===== src/rtl/har_tnn1_tnnzeq.sv =====
// Sequential ternary-weight classifier for HAR features. It handles one input feature
// per cycle, then one hidden neuron per cycle, and then holds the argmax class.
//
// state  | meaning
// S_FEAT | accumulate feature cnt into every hidden accumulator
// S_HID  | add hidden neuron (cnt-FEAT_CNT) into every class score
// S_DONE | inference complete, accumulators and scores frozen
module har_tnn1_tnnzeq #(
  parameter int FEAT_CNT   = 12,
  parameter int HIDDEN_CNT = 40,
  parameter int FEAT_BITS  = 4,
  parameter int CLASS_CNT  = 6,
  parameter logic [2*HIDDEN_CNT*FEAT_CNT-1:0]  W1 = '0,
  parameter logic [2*CLASS_CNT*HIDDEN_CNT-1:0] W2 = '0
) (
  input  logic                             clk,
  input  logic                             rst,
  input  logic [FEAT_BITS*FEAT_CNT-1:0]    data,
  output logic [$clog2(CLASS_CNT)-1:0]     prediction
);

  localparam int STEPS   = FEAT_CNT + HIDDEN_CNT;
  localparam int CNT_W   = $clog2(STEPS + 1);
  localparam int ACC_W   = $clog2(FEAT_CNT * (2**FEAT_BITS - 1) + 1) + 1;
  localparam int SCORE_W = $clog2(HIDDEN_CNT + 1) + 1;
  localparam int PRED_W  = $clog2(CLASS_CNT);

  localparam logic [CNT_W-1:0] LAST_FEAT = CNT_W'(FEAT_CNT - 1);
  localparam logic [CNT_W-1:0] LAST_STEP = CNT_W'(STEPS - 1);
  localparam logic [CNT_W-1:0] DONE_CNT  = CNT_W'(STEPS);

  typedef enum logic [1:0] {
    S_FEAT = 2'd0,
    S_HID  = 2'd1,
    S_DONE = 2'd2
  } state_t;

  state_t state, state_nxt;
  logic [CNT_W-1:0] cnt;
  logic [FEAT_BITS*FEAT_CNT-1:0] feat_sr;
  logic [HIDDEN_CNT-1:0] hid_sr;
  logic [HIDDEN_CNT-1:0] hid_nxt;
  logic signed [ACC_W-1:0]   acc       [HIDDEN_CNT];
  logic signed [ACC_W-1:0]   acc_nxt   [HIDDEN_CNT];
  logic signed [SCORE_W-1:0] score     [CLASS_CNT];
  logic signed [SCORE_W-1:0] score_nxt [CLASS_CNT];
  logic signed [ACC_W-1:0]   x_ext;
  logic signed [SCORE_W-1:0] best_score;
  logic [PRED_W-1:0] best_idx;
  logic feat_en, hid_en, hid_load;
  int k_idx, j_idx;

  always_comb begin
    state_nxt = state;
    feat_en   = 1'b0;
    hid_en    = 1'b0;
    hid_load  = 1'b0;
    case (state)
      S_FEAT: begin
        feat_en = 1'b1;
        if (cnt == LAST_FEAT) begin
          hid_load  = 1'b1;
          state_nxt = S_HID;
        end
      end
      S_HID: begin
        hid_en = 1'b1;
        if (cnt == LAST_STEP) state_nxt = S_DONE;
      end
      S_DONE:  state_nxt = S_DONE;
      default: state_nxt = S_DONE;
    endcase
  end

  // The current feature always sits in the low bits of the shift register.
  always_comb begin
    x_ext = ACC_W'($signed({1'b0, feat_sr[FEAT_BITS-1:0]}));
    k_idx = feat_en ? int'(cnt) : 0;
    for (int h = 0; h < HIDDEN_CNT; h++) begin
      acc_nxt[h] = acc[h];
      case (W1[2*(h*FEAT_CNT+k_idx) +: 2])
        2'b01:   acc_nxt[h] = acc[h] + x_ext;
        2'b11:   acc_nxt[h] = acc[h] - x_ext;
        default: acc_nxt[h] = acc[h];
      endcase
      hid_nxt[h] = ~acc_nxt[h][ACC_W-1];
    end
  end

  // hid_sr[0] is the hidden neuron consumed this step; a 1 means +1, a 0 means -1.
  always_comb begin
    j_idx = hid_en ? (int'(cnt) - FEAT_CNT) : 0;
    for (int c = 0; c < CLASS_CNT; c++) begin
      score_nxt[c] = score[c];
      case (W2[2*(c*HIDDEN_CNT+j_idx) +: 2])
        2'b01:   score_nxt[c] = hid_sr[0] ? score[c] + SCORE_W'(1) : score[c] - SCORE_W'(1);
        2'b11:   score_nxt[c] = hid_sr[0] ? score[c] - SCORE_W'(1) : score[c] + SCORE_W'(1);
        default: score_nxt[c] = score[c];
      endcase
    end
  end

  always_ff @(posedge clk) begin
    if (!rst) begin
      state   <= S_FEAT;
      cnt     <= '0;
      feat_sr <= data;
      hid_sr  <= '0;
      for (int h = 0; h < HIDDEN_CNT; h++) acc[h] <= '0;
      for (int c = 0; c < CLASS_CNT; c++) score[c] <= '0;
    end else begin
      state <= state_nxt;
      if (cnt != DONE_CNT) cnt <= cnt + 1'b1;
      if (feat_en) begin
        feat_sr <= feat_sr >> FEAT_BITS;
        for (int h = 0; h < HIDDEN_CNT; h++) acc[h] <= acc_nxt[h];
      end
      if (hid_load) hid_sr <= hid_nxt;
      else if (hid_en) hid_sr <= hid_sr >> 1;
      if (hid_en) begin
        for (int c = 0; c < CLASS_CNT; c++) score[c] <= score_nxt[c];
      end
    end
  end

  // A strict greater-than comparison keeps the lowest index when scores tie.
  always_comb begin
    best_idx   = '0;
    best_score = score[0];
    for (int c = 1; c < CLASS_CNT; c++) begin
      if (score[c] > best_score) begin
        best_score = score[c];
        best_idx   = PRED_W'(c);
      end
    end
  end

  assign prediction = best_idx;

endmodule


===== config.mk =====
export PLATFORM = sky130hd
export DESIGN_NAME = har_tnn1_tnnzeq
export DESIGN_NICKNAME = d
export VERILOG_FILES = /design/src/rtl/har_tnn1_tnnzeq.sv
export SDC_FILE = /design/constraint.sdc
export NUM_CORES = 1
export LEC_CHECK = 0
export ABC_CLOCK_PERIOD_IN_PS = 12400
export CAP_MARGIN = 10
export CORE_MARGIN = 5
export CORE_UTILIZATION = 40
export DETAILED_ROUTE_END_ITERATION = 8
export PLACE_DENSITY_LB_ADDON = 0.1
export SLEW_MARGIN = 20
export SYNTH_ARGS = -nofsm -noshare
export SYNTH_HDL_FRONTEND = slang
export SYNTH_SLANG_ARGS = --single-unit

===== constraint.sdc =====
create_clock -name clk -period 12.4 [get_ports clk]
set_input_delay 2.48 -clock clk [delete_from_list [all_inputs] [get_ports clk]]
set_output_delay 2.48 -clock clk [all_outputs]
set_load 0.03 [all_outputs]

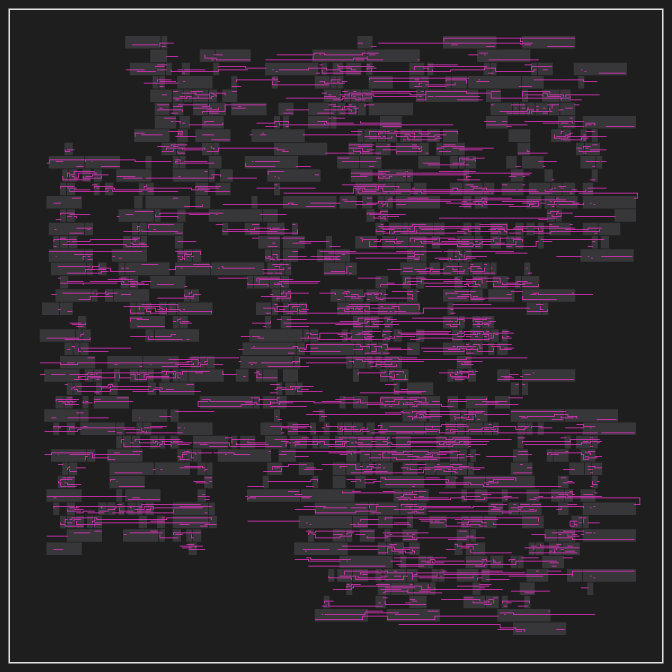
*Metal 1*
704 nets have wire on it. The wires run mostly horizontal. The layer holds 50% of the routed length. The longest straight run is 35.4 um.
met1 layer usage reported by global route: 21.6%
final wirelength: 13.3 mm
count of vias placed by the detailed router: 4,950

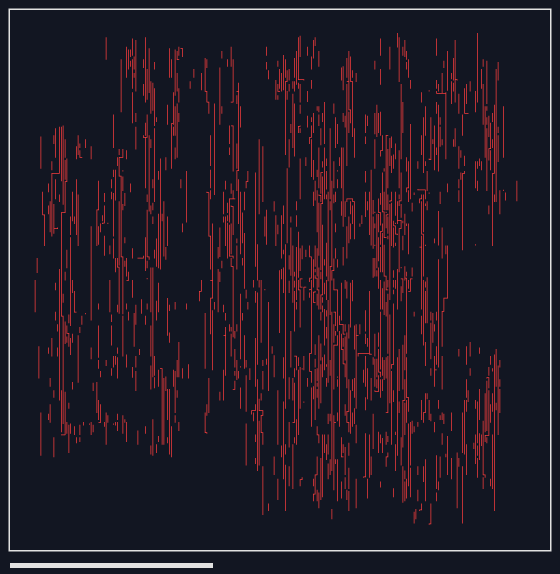
*The metal 2 layer*
Bar = 50 um.
The longest straight run is 40.5 um. The layer holds 45% of the routed length. The layer carries 5,930 um of wire.
GRT met2 Usage: 24.5%

==> design notes <==
The run finished with clean final reports. The worst setup path is captured at an output port. For this run, the post-layout net count is 796.

The flow inserted 188 tap cells. The final timing report lists clock skew as 0.0100 ns. The clock buffers instantiated in the layout total 12.

The sequential group share of total power is 39.9%, and the number of register bits inferred by synthesis is 90. The synthesized-area fraction occupied by xor and xnor cells came out at 6.36%. The maximum number of pins on one net before global-route repair was 51. The tools report the number of violations reported at the end of detailed-routing iteration 0 as 304.

The worst hold path was traced through 2 stages. The final non-filler cell total was 900. The buffer count from post-CTS setup fixing was 0. In the synthesized netlist, mux cells make up 3.06% of the area. The worst VDD IR drop from the latest analysis is 0.0000786 V. The tools report the summed area of non-filler cells in the final layout as 0.00658 mm^2. Per the timing report, the most critical flop-to-flop path finishes at score[0][20]. Per the cell usage report, the commonest logic cell in the layout is nor2_1. The run gives 9.08 mm for the half-perimeter wire length after placement. Per the cell usage report, the commonest logic cells after layout are nor2_1, o21ai_0, nor3_1. The number of cells reported by Yosys stat comes to 720. The non-clock buffer contribution to total cell area came out at 2.32%. The worst hold path belongs to the class reg -> reg. The number of placed instances, taps included, is 881. Per report_power, the Combinational row totals 0.225 mW.

Once the floorplan was initialized, standard cells occupied 40.3% of the core. The post-synthesis area per instance is 8.42 um^2. Logged for this run, the post-placement worst setup slack is 0.157 ns. The logs give a warning total of 81.

The count of multi-input combinational gates was 556. In this run the number of H-tree levels came out at 3. Non-clock inverters in the final layout number 31. The clock network is responsible for 32.5% of the overall power. Critical-path maximum fanout: 12.

After detailed routing, no signal wire sits above met4. The skew report gives the latency at the later pin of the worst-skew pair as 0.35 ns. The OpenROAD report gives the critical path a required time of 9.92 ns. The post-route report lists met1 wire length as 6.65 mm.

Setup repair after global routing left no endpoint under its margin. The run gives 22.9 mm for the global-route wire length before repair. The logs give 3 for the post-cts sizing count and 0.265 mW for the total clock network power. Before any placement, the netlist area is recorded as 0.00606 mm^2. Largest family of logic cells by area: simple AND/OR/NAND/NOR gates. The clock-pin transition on the worst setup and hold timing paths came out at 0.07 ns. The largest register by flop count was score. The total met3 wirelength after detailed routing is 446 um, and the post-synthesis to final-layout area growth is 8.59%.

The run gives 0 as the post-route antenna net violation count. For the worst reg-to-reg path, the startpoint reported by OpenROAD is score[0][15]. The most frequent cell on the critical path is ha_1. The cell type with the largest total area after synthesis is edfxtp_1.

The post-synth area from yosys stat is 0.00606 mm^2.
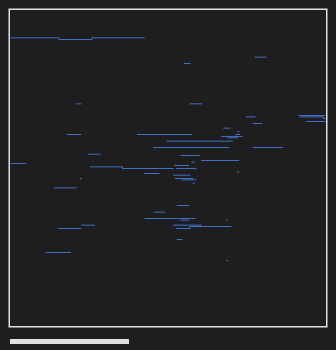
*The metal 3 layer*
Bar = 50 um.
The wires run mostly horizontal. 30 nets have wire on it. The layer holds 3.4% of the routed length. The layer carries 447 um of wire.
met3 capacity usage during global routing: 2.13%

Power and IR drop assume default switching activity.
